## src/rtl/bmp280_seq.sv

```systemverilog
// BMP280 SPI transaction sequencer: verifies the chip ID, writes config/ctrl_meas,
// then burst-reads the raw measurement block periodically and publishes it atomically.
module bmp280_seq #(
    parameter int unsigned CLK_IN    = 120000000,
    parameter int unsigned SAMPLE_HZ = 10,
    parameter logic [7:0]  CTRL_MEAS = 8'h27,
    parameter logic [7:0]  CONFIG    = 8'h00,
    parameter int unsigned CS_GAP    = 4
) (
    input  logic        clk_in,
    input  logic        n_rst,
    input  logic        enable,
    output logic        xfer_start,
    output logic [7:0]  xfer_tx,
    input  logic        xfer_busy,
    input  logic        xfer_done,
    input  logic [7:0]  xfer_rx,
    output logic        spi_cs_n,
    output logic        cfg_done,
    output logic        id_err,
    output logic        data_valid,
    output logic [19:0] press_raw,
    output logic [19:0] temp_raw
);

    localparam int unsigned PERIOD = CLK_IN / SAMPLE_HZ;
    localparam int unsigned TW     = (PERIOD > 2) ? $clog2(PERIOD) : 1;
    localparam int unsigned GW     = (CS_GAP > 2) ? $clog2(CS_GAP) : 1;

    localparam logic [TW-1:0] TIMER_LOAD = TW'(PERIOD - 1);
    localparam logic [GW-1:0] GAP_LOAD   = GW'(CS_GAP - 1);
    // Hold starts the cycle after xfer_done, so one cycle is already spent.
    localparam logic [GW-1:0] HOLD_LOAD  = GW'(CS_GAP - 2);

    localparam logic [6:0] ADDR_ID   = 7'h50;
    localparam logic [6:0] ADDR_CFG  = 7'h75;
    localparam logic [6:0] ADDR_CTRL = 7'h74;
    localparam logic [6:0] ADDR_DATA = 7'h77;
    localparam logic [7:0] CHIP_ID   = 8'h58;

    typedef enum logic [2:0] {
        S_IDLE, S_GAP, S_SETUP, S_START, S_BUSY, S_HOLD, S_ERR
    } state_t;

    typedef enum logic [1:0] {T_ID, T_CFG, T_CTRL, T_RD} txn_t;

    state_t        state_q, state_d;
    txn_t          txn_q, txn_d;
    logic [GW-1:0] cnt_q, cnt_d;
    logic [GW-1:0] gap_q, gap_d;
    logic [TW-1:0] timer_q, timer_d;
    logic [2:0]    idx_q, idx_d;
    logic          abort_q, abort_d;
    logic          id_ok_q, id_ok_d;
    logic [35:0]   raw_q, raw_d;
    logic          cs_n_q, cs_n_d;
    logic [7:0]    tx_q, tx_d;
    logic          cfg_done_q, cfg_done_d;
    logic          id_err_q, id_err_d;
    logic          valid_q, valid_d;
    logic [19:0]   press_q, press_d;
    logic [19:0]   temp_q, temp_d;
    logic [2:0]    last_idx;

    function automatic logic [7:0] tx_byte(input txn_t t, input logic [2:0] idx);
        logic [7:0] b;
        b = 8'h00;
        if (idx == 3'd0) begin
            case (t)
                T_ID:    b = {1'b1, ADDR_ID};
                T_CFG:   b = {1'b0, ADDR_CFG};
                T_CTRL:  b = {1'b0, ADDR_CTRL};
                default: b = {1'b1, ADDR_DATA};
            endcase
        end else begin
            case (t)
                T_CFG:   b = CONFIG;
                T_CTRL:  b = CTRL_MEAS;
                default: b = 8'h00;
            endcase
        end
        return b;
    endfunction

    assign last_idx = (txn_q == T_RD) ? 3'd6 : 3'd1;

    always_comb begin
        state_d    = state_q;
        txn_d      = txn_q;
        cnt_d      = cnt_q;
        gap_d      = (gap_q != '0) ? gap_q - GW'(1) : gap_q;
        timer_d    = (timer_q != '0) ? timer_q - TW'(1) : timer_q;
        idx_d      = idx_q;
        abort_d    = abort_q;
        id_ok_d    = id_ok_q;
        raw_d      = raw_q;
        cs_n_d     = cs_n_q;
        tx_d       = tx_q;
        cfg_done_d = cfg_done_q;
        id_err_d   = id_err_q;
        valid_d    = 1'b0;
        press_d    = press_q;
        temp_d     = temp_q;
        xfer_start = 1'b0;

        case (state_q)
            S_IDLE: begin
                id_err_d   = 1'b0;
                cfg_done_d = 1'b0;
                if (enable) begin
                    txn_d   = T_ID;
                    state_d = S_GAP;
                end
            end
            S_GAP: begin
                if (!enable) begin
                    cfg_done_d = 1'b0;
                    state_d    = S_IDLE;
                end else if (gap_q == '0 && (txn_q != T_RD || timer_q == '0)) begin
                    cs_n_d  = 1'b0;
                    cnt_d   = GAP_LOAD;
                    idx_d   = 3'd0;
                    abort_d = 1'b0;
                    state_d = S_SETUP;
                    if (txn_q == T_RD) begin
                        timer_d = TIMER_LOAD;
                    end
                end
            end
            S_SETUP: begin
                if (!enable) begin
                    abort_d = 1'b1;
                    cnt_d   = HOLD_LOAD;
                    state_d = S_HOLD;
                end else if (cnt_q == '0) begin
                    tx_d    = tx_byte(txn_q, idx_q);
                    state_d = S_START;
                end else begin
                    cnt_d = cnt_q - GW'(1);
                end
            end
            S_START: begin
                if (!enable) begin
                    abort_d = 1'b1;
                    cnt_d   = HOLD_LOAD;
                    state_d = S_HOLD;
                end else if (!xfer_busy) begin
                    xfer_start = 1'b1;
                    state_d    = S_BUSY;
                end
            end
            S_BUSY: begin
                if (xfer_done) begin
                    if (txn_q == T_ID && idx_q == 3'd1) begin
                        id_ok_d = (xfer_rx == CHIP_ID);
                    end
                    if (txn_q == T_RD) begin
                        case (idx_q)
                            3'd1:    raw_d[35:28] = xfer_rx;
                            3'd2:    raw_d[27:20] = xfer_rx;
                            3'd3:    raw_d[19:16] = xfer_rx[7:4];
                            3'd4:    raw_d[15:8]  = xfer_rx;
                            3'd5:    raw_d[7:0]   = xfer_rx;
                            default: ;
                        endcase
                    end
                    if (!enable || idx_q == last_idx) begin
                        abort_d = !enable;
                        cnt_d   = HOLD_LOAD;
                        state_d = S_HOLD;
                        // Last data byte is taken straight from xfer_rx so both words land together.
                        if (enable && txn_q == T_RD) begin
                            press_d = raw_q[35:16];
                            temp_d  = {raw_q[15:0], xfer_rx[7:4]};
                            valid_d = 1'b1;
                        end
                    end else begin
                        idx_d   = idx_q + 3'd1;
                        tx_d    = tx_byte(txn_q, idx_q + 3'd1);
                        state_d = S_START;
                    end
                end
            end
            S_HOLD: begin
                if (cnt_q != '0) begin
                    cnt_d = cnt_q - GW'(1);
                end else begin
                    cs_n_d = 1'b1;
                    gap_d  = GAP_LOAD;
                    if (abort_q || !enable) begin
                        cfg_done_d = 1'b0;
                        id_err_d   = 1'b0;
                        state_d    = S_IDLE;
                    end else begin
                        case (txn_q)
                            T_ID: begin
                                if (id_ok_q) begin
                                    txn_d   = T_CFG;
                                    state_d = S_GAP;
                                end else begin
                                    id_err_d = 1'b1;
                                    state_d  = S_ERR;
                                end
                            end
                            T_CFG: begin
                                txn_d   = T_CTRL;
                                state_d = S_GAP;
                            end
                            T_CTRL: begin
                                cfg_done_d = 1'b1;
                                txn_d      = T_RD;
                                timer_d    = '0;
                                state_d    = S_GAP;
                            end
                            default: state_d = S_GAP;
                        endcase
                    end
                end
            end
            S_ERR: begin
                if (!enable) begin
                    id_err_d = 1'b0;
                    state_d  = S_IDLE;
                end
            end
            default: state_d = S_IDLE;
        endcase
    end

    always_ff @(posedge clk_in) begin
        if (!n_rst) begin
            state_q    <= S_IDLE;
            txn_q      <= T_ID;
            cnt_q      <= '0;
            gap_q      <= GAP_LOAD;
            timer_q    <= '0;
            idx_q      <= 3'd0;
            abort_q    <= 1'b0;
            id_ok_q    <= 1'b0;
            raw_q      <= '0;
            cs_n_q     <= 1'b1;
            tx_q       <= 8'h00;
            cfg_done_q <= 1'b0;
            id_err_q   <= 1'b0;
            valid_q    <= 1'b0;
            press_q    <= '0;
            temp_q     <= '0;
        end else begin
            state_q    <= state_d;
            txn_q      <= txn_d;
            cnt_q      <= cnt_d;
            gap_q      <= gap_d;
            timer_q    <= timer_d;
            idx_q      <= idx_d;
            abort_q    <= abort_d;
            id_ok_q    <= id_ok_d;
            raw_q      <= raw_d;
            cs_n_q     <= cs_n_d;
            tx_q       <= tx_d;
            cfg_done_q <= cfg_done_d;
            id_err_q   <= id_err_d;
            valid_q    <= valid_d;
            press_q    <= press_d;
            temp_q     <= temp_d;
        end
    end

    assign spi_cs_n   = cs_n_q;
    assign xfer_tx    = tx_q;
    assign cfg_done   = cfg_done_q;
    assign id_err     = id_err_q;
    assign data_valid = valid_q;
    assign press_raw  = press_q;
    assign temp_raw   = temp_q;

endmodule

```

## config.mk

```make
export PLATFORM = sky130hd
export DESIGN_NAME = bmp280_seq
export DESIGN_NICKNAME = d
export VERILOG_FILES = /design/src/rtl/bmp280_seq.sv
export SDC_FILE = /design/constraint.sdc
export NUM_CORES = 1
export LEC_CHECK = 0
export CORE_UTILIZATION = 35
export CTS_BUF_LIST = sky130_fd_sc_hd__clkbuf_8 sky130_fd_sc_hd__clkbuf_16
export DETAILED_ROUTE_END_ITERATION = 16
export GPL_TIMING_DRIVEN = 0
export PLACE_DENSITY = 0.51
export SLEW_MARGIN = 0
export SYNTH_ARGS = -nofsm -noshare
export SYNTH_HDL_FRONTEND = slang
export SYNTH_SLANG_ARGS = --single-unit
```

## constraint.sdc

```tcl
create_clock -name clk_in -period 6.4 [get_ports clk_in]
set_clock_uncertainty 0.05 [all_clocks]
set_input_delay 0.96 -clock clk_in [delete_from_list [all_inputs] [get_ports clk_in]]
set_output_delay 0.96 -clock clk_in [all_outputs]
set_load 0.01 [all_outputs]
```

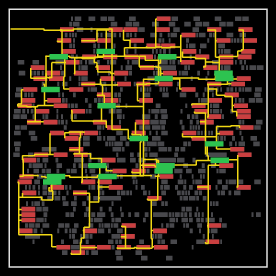
Figure 1: clock network drawn from the DEF.
Scale: 2 px per um.
[green] clock-net drivers | count: 17
[red] flip-flops | count: 123
[yellow] clock wires | length: 1,650 um
flops lie: widely spread
routed clock nets: 18

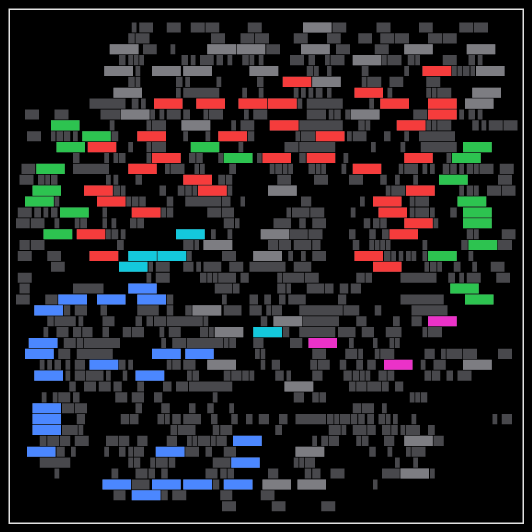
Figure 2: sequential cells colored by netlist name.
Scale: 4 px per um.
| color | signal | flops |
|---|---|---|
| cyan | xfer_tx | 5 |
| green | press_raw | 20 |
| blue | timer_q | 24 |
| magenta | state_q | 3 |
| red | raw_q | 36 |
Flop+latch power: 0.950 mW
Flop area: 2460 um^2
fin util: 0.462
sequential share of cell area: 0.347

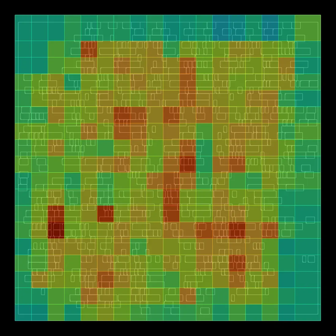
Figure 3: congestion heat map.
GRT busiest layer: met2
WL/cell: 15.6 um
Total GRT Usage: 0.196
met1 Track Usage GR: 0.270
routing usage on met2: 0.305

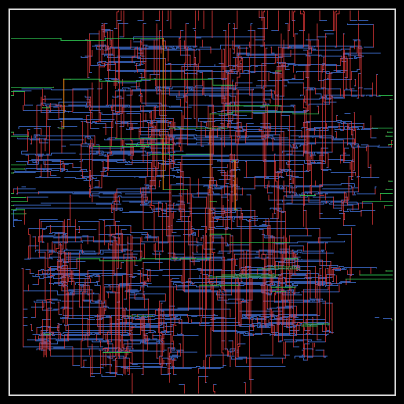
Figure 4: signal wires by layer.
Scale: 3 px per um.
| color | layer | wire length |
|---|---|---|
| orange | M4 | 131 um |
| green | M3 | 597 um |
| blue | M1 | 7,480 um |
| red | M2 | 6,810 um |

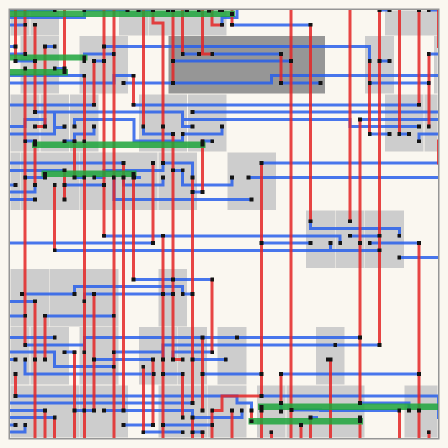
Figure 5: layout detail.
Window x 86 to 106, y 22 to 42 um. Cells in gray, sequential cells in the stronger gray; small squares are vias.
| color | layer |
|---|---|
| blue | M1 |
| green | M3 |
| red | M2 |
netlist names of flops here include: state_q (1)
cells with their middle in the window: 34
sequential cells in the window: 1
most frequent: o21ai_0 (5), a21oi_1 (4), nor2_1 (4)

==> reports/qor.yml <==
clock_network:
  numCtsBuffers: 17
  cts.sinks: 123
  clockBufferDepth: 2
  cts.hold.buffers_added: 0
  postCtsSetupBuffers: 0
  cts_resized: 0
cells_and_area:
  area_delta_synth_final_pct: 27.5
  drive_gt1_frac: 0.0961
min_path:
  worstHoldEndpoint: "temp_raw[16]$_SDFFE_PN0P_"
synthesis:
  synth_flops: 123
  async_flop_share: 0
  netlist_area_um2: 5570
  yosysCellCount: 653
  top_cells_by_count: "123 x dfxtp_1, 116 x nand2_1, 76 x a21oi_1"
  synth_area_leader_cell: "dfxtp_1"
  yosys_most_used_dff: "dfxtp_1"
grt:
  grt_pass1_vias: 4699
  grt_max_degree: 17
  overflow: 0
setup_path:
  r2r_start: "txn_q[0]$_SDFFE_PN0P_"
  critPathRequiredTime_ns: 5.39
  r2r_end: "press_raw[10]$_SDFFE_PN0P_"
  critPathMaxFanout: 10
  arrival_ns: 2.79
  cp-end-kind: "output pin"
drt:
  via_per_inst: 5.06
  drt_iter0_drc: 397
floorplanning:
  core_um2: 15400
  die_w_um: 128
  row_count: 45
pwr:
  peakVddDrop_mv: 0.327
  powerDensity_nw_per_um2: 403
final_timing:
  drv_slew: 0
  hold_ws_ns: 0.402
  period_minus_slack_ns: 3.80
  rsz0062_at_grt: "false"
job:
  tool_warnings: 34
placed_design:
  pre_cts_ws_ns: 2.60
run_status:
  status: "finished clean"
cells in the final DEF (no fill, tap or decap), types with 8 or more instances in the layout:
cell type | netlist | layout
ha_1 | 13 | 13
inv_1 | 16 | 17
clkbuf_16 | 0 | 17
a21oi_1 | 76 | 76
nand3_1 | 23 | 23
xor2_1 | 10 | 10
clkbuf_1 | 22 | 22
o211ai_1 | 9 | 9
nand4_1 | 8 | 8
clkdlybuf4s50_1 | 0 | 64
dfxtp_1 | 123 | 123
o21ai_0 | 19 | 19
xnor2_1 | 10 | 10
buf_2 | 13 | 13
nor2_1 | 57 | 57
mux2i_1 | 33 | 33
nand2_1 | 116 | 116
cells by family (layout without fill, tap and decap cells):
group	count (synthesis)	in the layout	share of synthesized area
AND/OR/NAND/NOR	262	262	0.235
AND-OR/OR-AND	140	140	0.150
flip-flops	123	123	0.442
multiplexers	35	35	0.0634
adder cells (fa/ha/maj)	13	13	0.0292
other	1	1	0.000674
XOR/XNOR	20	20	0.0315
buffers and inverters	59	155	0.0474
power by group through the flow:
stage          clock network (mW)  registers [mW]  logic [mW]
2_1_floorplan                   0           0.947       0.688
3_3_place_gp                    0           0.961       0.886
3_5_place_dp                    0           0.963       0.897
4_1_cts                      1.03           0.949       0.904
5_1_grt                      1.07           0.962        1.01
6_report                     1.01           0.950       0.901
cell type report:
type / instances / area, um^2 / share of cell area
Buffer: 43 / 204 / 0.0287
Clock buffer: 19 / 453 / 0.0638
Clock inverter: 13 / 174 / 0.0245
Inverter: 16 / 60.1 / 0.00846
Multi-Input combinational cell: 471 / 2840 / 0.400
Sequential cell: 123 / 2460 / 0.347
Tap cell: 211 / 264 / 0.0372
Timing Repair Buffer: 64 / 641 / 0.0902
routing by layer:
metal	global-route usage	up-vias	wire length (um)
li1	-	2438	-
met1	0.270	2315	7480
met2	0.305	94	6810
met3	0.0501	11	597
met4	0.0498	0	131
met5	0	-	0
worst max path at each step:
| stage | cells past startpoint | slack (ns) | end |
|---|---|---|---|
| floorplan | 3 | 3.83 | xfer_start |
| global placement | 5 | 2.59 | xfer_start |
| detailed placement | 5 | 2.60 | xfer_start |
| CTS | 5 | 2.60 | xfer_start |
| global route | 5 | 2.45 | xfer_start |
| finish | 5 | 2.60 | xfer_start |
worst max-delay path: stages:
cell	delay, ns
clkdlybuf4s50_1	0.58
clkbuf_1	0.39
nand3_1	0.13
nor3_1	0.17
clkdlybuf4s50_1	0.57
state kept, by name, summed over array words and instances, names as in the netlist:
signal,flops
abort_q,1
timer_q,24
id_ok_q,1
xfer_tx,5
id_err,1
cfg_done,1
spi_cs_n,1
press_raw,20
state_q,3
raw_q,36
cnt_q,2
gap_q,2
data_valid,1
idx_q,3
temp_raw,20
txn_q,2
Power figures rest on the tool's default switching activity, not on a simulated workload.
